===== config.mk =====
export PLATFORM = sky130hd
export DESIGN_NAME = instr_mem_loader
export DESIGN_NICKNAME = d
export VERILOG_FILES = /design/src/rtl/instr_mem_loader.sv
export SDC_FILE = /design/constraint.sdc
export NUM_CORES = 1
export LEC_CHECK = 0
export CAP_MARGIN = 20
export CORE_AREA = 2 2 101 103
export CTS_BUF_LIST = sky130_fd_sc_hd__clkbuf_4
export DETAILED_ROUTE_END_ITERATION = 16
export DIE_AREA = 0 0 103 105
export GPL_TIMING_DRIVEN = 0
export PLACE_DENSITY = 0.93
export SLEW_MARGIN = 20
export SYNTH_ARGS = -nofsm -noshare
export SYNTH_HDL_FRONTEND = slang
export SYNTH_SLANG_ARGS = --single-unit

===== constraint.sdc =====
create_clock -name clk -period 2.15 [get_ports clk]
set_input_delay 0.3225 -clock clk [delete_from_list [all_inputs] [get_ports clk]]
set_output_delay 0.3225 -clock clk [all_outputs]
set_load 0.02 [all_outputs]

===== src/rtl/instr_mem_loader.sv =====
// -----------------------------------------------------------------------------
// instr_mem_loader
//
// Writer side of the instruction memory. Takes a big-endian byte stream,
// packs every four bytes into one instruction word and writes the words to
// consecutive byte addresses BASE_ADDR, BASE_ADDR+4, ... `busy` stays high
// for the whole load so the core can be held off.
//
// Optional feature (compile-time macro): LOADER_CHECKSUM_EN
//   When defined, an 8-bit running sum of every instruction byte is kept.
//   After the last write one extra byte is accepted and compared with that
//   sum. A mismatch ends the load with error=1. Writes already made stay in
//   memory.
//
// Ports
//   clk            system clock, rising edge
//   reset          synchronous, active-high
//   start          one-cycle load request, honoured only in IDLE or DONE
//   load_count     instructions to load, latched when start is accepted
//   byte_in        stream byte
//   byte_valid     byte_in is valid this cycle
//   byte_ready     loader takes a byte this cycle
//   wr_en          memory write strobe, one cycle per instruction
//   wr_addr        write byte address (multiple of 4), held between writes
//   wr_data        instruction word, held between writes
//   busy           load in progress
//   done           load finished (level until the next accepted start)
//   error          load aborted or failed (same lifetime as done)
//   instr_written  instructions written in the current load
//
// Handshake: a byte moves on a rising edge where byte_valid && byte_ready.
// byte_ready depends only on the loader state, never on byte_valid, and the
// source may hold byte_valid low for as long as it likes.
// -----------------------------------------------------------------------------
`ifndef WORD
`define WORD 32
`endif
`ifndef INSTR_LEN
`define INSTR_LEN 32
`endif

module instr_mem_loader #(
  parameter int MEM_WORDS = 1024,
  parameter int BASE_ADDR = 0
) (
  input  logic                  clk,
  input  logic                  reset,
  input  logic                  start,
  input  logic [15:0]           load_count,
  input  logic [7:0]            byte_in,
  input  logic                  byte_valid,
  output logic                  byte_ready,
  output logic                  wr_en,
  output logic [`WORD-1:0]      wr_addr,
  output logic [`INSTR_LEN-1:0] wr_data,
  output logic                  busy,
  output logic                  done,
  output logic                  error,
  output logic [15:0]           instr_written
);

  typedef enum logic [2:0] {
    S_IDLE    = 3'd0,
    S_COLLECT = 3'd1,
    S_WRITE   = 3'd2,
`ifdef LOADER_CHECKSUM_EN
    S_CHECK   = 3'd4,
`endif
    S_DONE    = 3'd3
  } state_t;

  // Current state is kept as a named signal so checkers can bind to it.
  state_t state;
  state_t state_d;

  logic [15:0] count_q;     // latched load_count
  logic [1:0]  byte_cnt;    // bytes of the current word already received
  logic [23:0] shreg;       // first three bytes of the current word
  logic [15:0] written_inc;
  logic        xfer;
  logic        start_ok;
  logic        lc_zero;
  logic        lc_over;
  logic        last_write;

`ifdef LOADER_CHECKSUM_EN
  logic [7:0]  csum;
  localparam state_t S_AFTER_LAST = S_CHECK;
`else
  localparam state_t S_AFTER_LAST = S_DONE;
`endif

  assign xfer        = byte_valid && byte_ready;
  assign start_ok    = start && ((state == S_IDLE) || (state == S_DONE));
  assign lc_zero     = (load_count == 16'd0);
  assign lc_over     = ({1'b0, load_count} > 17'(MEM_WORDS));
  assign written_inc = instr_written + 16'd1;
  assign last_write  = (written_inc == count_q);

  // State register
  always_ff @(posedge clk) begin
    if (reset) state <= S_IDLE;
    else       state <= state_d;
  end

  // Next state and state-decoded outputs
  always_comb begin
    state_d    = state;
    byte_ready = 1'b0;
    wr_en      = 1'b0;
    busy       = 1'b0;
    case (state)
      S_IDLE, S_DONE: begin
        if (start) begin
          if (lc_zero || lc_over) state_d = S_DONE;
          else                    state_d = S_COLLECT;
        end
      end
      S_COLLECT: begin
        byte_ready = 1'b1;
        busy       = 1'b1;
        if (xfer && (byte_cnt == 2'd3)) state_d = S_WRITE;
      end
      S_WRITE: begin
        wr_en = 1'b1;
        busy  = 1'b1;
        if (last_write) state_d = S_AFTER_LAST;
        else            state_d = S_COLLECT;
      end
`ifdef LOADER_CHECKSUM_EN
      S_CHECK: begin
        byte_ready = 1'b1;
        busy       = 1'b1;
        if (xfer) state_d = S_DONE;
      end
`endif
      default: state_d = S_IDLE;
    endcase
  end

  // Datapath and status registers
  always_ff @(posedge clk) begin
    if (reset) begin
      count_q       <= '0;
      byte_cnt      <= '0;
      shreg         <= '0;
      wr_addr       <= '0;
      wr_data       <= '0;
      done          <= 1'b0;
      error         <= 1'b0;
      instr_written <= '0;
`ifdef LOADER_CHECKSUM_EN
      csum          <= '0;
`endif
    end else begin
      if (start_ok) begin
        count_q       <= load_count;
        byte_cnt      <= '0;
        instr_written <= '0;
        // Zero-length and oversized loads finish immediately.
        done          <= lc_zero || lc_over;
        error         <= lc_over;
`ifdef LOADER_CHECKSUM_EN
        csum          <= '0;
`endif
      end

      if ((state == S_COLLECT) && xfer) begin
        byte_cnt <= byte_cnt + 2'd1;
        shreg    <= {shreg[15:0], byte_in};
`ifdef LOADER_CHECKSUM_EN
        csum     <= csum + byte_in;
`endif
        // On the 4th byte present the word and its address during the
        // following WRITE cycle; both then hold until the next write.
        if (byte_cnt == 2'd3) begin
          wr_data <= {shreg, byte_in};
          wr_addr <= `WORD'(BASE_ADDR) + `WORD'({instr_written, 2'b00});
        end
      end

      if (state == S_WRITE) begin
        if (instr_written != count_q) instr_written <= written_inc;
`ifndef LOADER_CHECKSUM_EN
        if (last_write) done <= 1'b1;
`endif
      end

`ifdef LOADER_CHECKSUM_EN
      if ((state == S_CHECK) && xfer) begin
        done  <= 1'b1;
        error <= (byte_in != csum);
      end
`endif
    end
  end

endmodule


==> images/logic_types.png <==
Drawn at 6 px/µm.
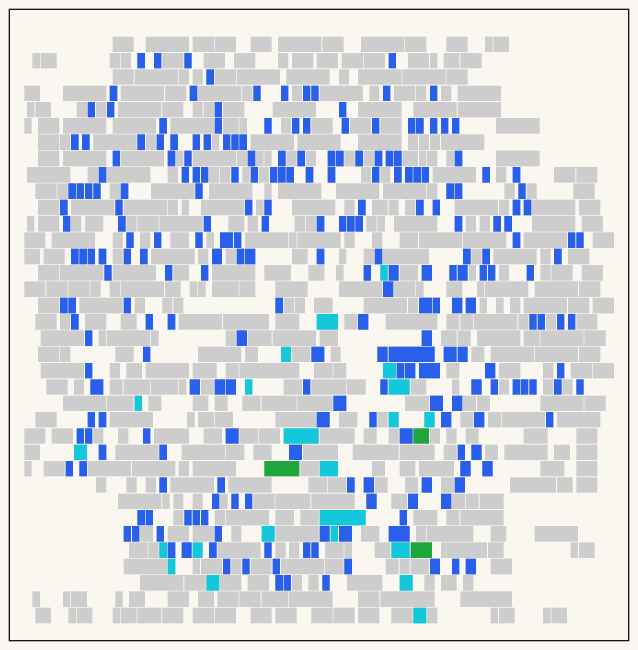
colour	family	cells
cyan	nor cells	22
blue	nand cells	242
green	non-inverting ao/oa cells	3
fin cells: 893
Comb/total area: 39.5%
Commonest Layout Cell: nand2_1

==> images/layer_met4.png <==
Drawn at 4 px/µm. Supply wires on this layer in grey.
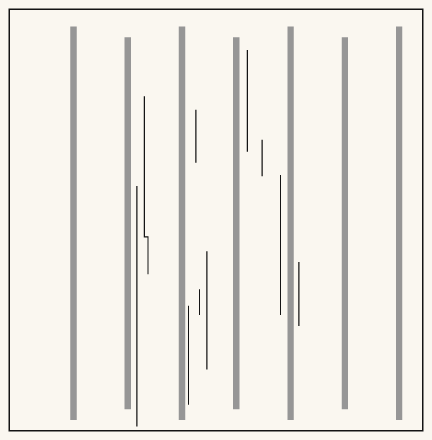
share of all routed wire	1.9%
main direction	vertical
Vias: 4913
Final Routed Wirelength: 14.1 mm

==> impl_metrics.toml <==
# physical design summary
[routing]
postRouteAntennaNets = 0
viasPerCell = 5.50
routedWlPerCell_um = 15.8
drt-pass1-iter-count = 5
dr.first_iter.drc_count = 315

[power]
p_sw_mw = 1.82
pwr.group.clock_mw = 1.04
p_seq_share_pct = 47.6
powerSeq_mw = 2.31
power_frac_clock_pct = 21.5
power-top-group = "sequential cells"
ir_drop_mv = 0.519
switching_share_pct = 37.4
internal_power_mw = 3.04
leakage_nw = 2.19
powerComb_mw = 1.50

[yosys]
synth-async-reset-ratio_pct = 0
synthCells = 632
synth-seq-area-share_pct = 44.2
yosysCellCount = 632
ys_area_um2 = 4980
synth-edff-count = 0
top_cell_area_share_pct = 44.2
synthMuxAreaShare_pct = 0.929
avgSynthCellArea_um2 = 7.88
compound_area_share_pct = 14.6
yosys.area.top_type = "dfxtp_1"
fa_ha_area_share_pct = 1.26
top_cells_by_area = "dfxtp_1 (44%), nand2_1 (14%), a21oi_1 (9.8%), nand3_1 (3.5%), buf_4 (3.5%)"
synth_flops = 110
ys_warn_count = 0
ys.flop_type = "dfxtp_1"

[floorplan]
core-area_um2 = 9640
rows = 36
die_w_um = 103
die_h_um = 105
die-area_um2 = 10800
ios = 113

[clock_tree]
numCtsBuffers = 9
worstSkewPairLatency_ns = 0.48
cts_tree = "built"
cts_root_buffer = "clkbuf_4"
cts_sinks = 110
clk_path_buf_depth = 2

[layout]
largest_reg_flops = 32
area_delta_synth_final_pct = 29.3
top_regs = "wr_data: 32 flops, shreg: 24 flops"
top_register = "wr_data"
mostFrequentLayoutCells = "nand2_1 (192), dfxtp_1 (102), a21oi_1 (98)"
num-nets-final = 787
final_area_um2 = 6440
drive_gt1_share_pct = 12.3

[setup_path]
r2r-end = "done"
worstPathCellList = "buf_4 > nand4_4 > or3_4 > a221oi_1 > a2111oi_4 > nand4_1 > a31oi_1"
r2r-start = "instr_written[3]"
crit_fanout = 10
reg2reg_slack_ns = -0.02
cp.arrival_ns = 2.51
reg2regPathDepth = 7
critPathLaunch = "instr_written[3]"
path_buffers = 1
cp_num_cells = 7
crit_required_ns = 2.49
start_kind = "flop"
endpoint = "done"
path_class = "flop to flop"

[final_timing]
finalSetupTns_ns = -0.0158
worst_clock_skew_ns = 0.0243
grt_setup_unrepaired = "true"
fin_crit_ns = 2.17
relSlewSlack_pct = 55.4
period_used_pct = 101
hold-worst-slack_ns = 0.297
fmax_ghz = 0.462
final_max_slew_viol_count = 0
worst_slack_ns = -0.0158
hold_viol = 0
finalSetupViolCount = 1

[placed_design]
postPlaceCellArea_um2 = 6150
place_ws_ns = -0.222
dp_hpwl_mm = 10.6
portBuffers = 95
placed_cells = 875

[run_status]
status = "finished with violations"
violations = "negative setup slack"

[global_route]
grt-ovfl-total = 0
grt_pass1_wl_mm = 22.4
grt_use_total_pct = 26.2
grt_max_degree = 22

[run]
warning_count = 29
max_cap_viol_count = 0

[hold_path]
hold_depth = 2
hp-start = "reset"
==> layer usage <==
metal / vias to the layer above / global-route usage (%) / share of wire, %
li1: 2351 / - / -
met1: 2302 / 34.8 / 42
met2: 237 / 43.2 / 48
met3: 23 / 3.48 / 8.5
met4: 0 / 8.83 / 1.9
met5: - / 0 / 0
==> area by class of cell <==
type                       instances  area [µm²]
clock inverter                     7        75.1
fill                             835        3200
buffer                            61         367
inverter                           7        26.3
tap                              133         166
sequential                       110        2220
multi-input combinational        467        2540
antenna                            1        2.50
timing repair buffer              98         975
clock buffer                       9        67.6
==> repair_timing <==
action / in CTS / in global routing
gates resized: 9 / 29
cloned: 0 / 0
pin swaps: 0 / 4
endpoints found under the setup margin: 25 / 51
setup buffers: 0 / 3
hold endpoints to repair: 0 / 0
Power is estimated from default activity; no workload was simulated.
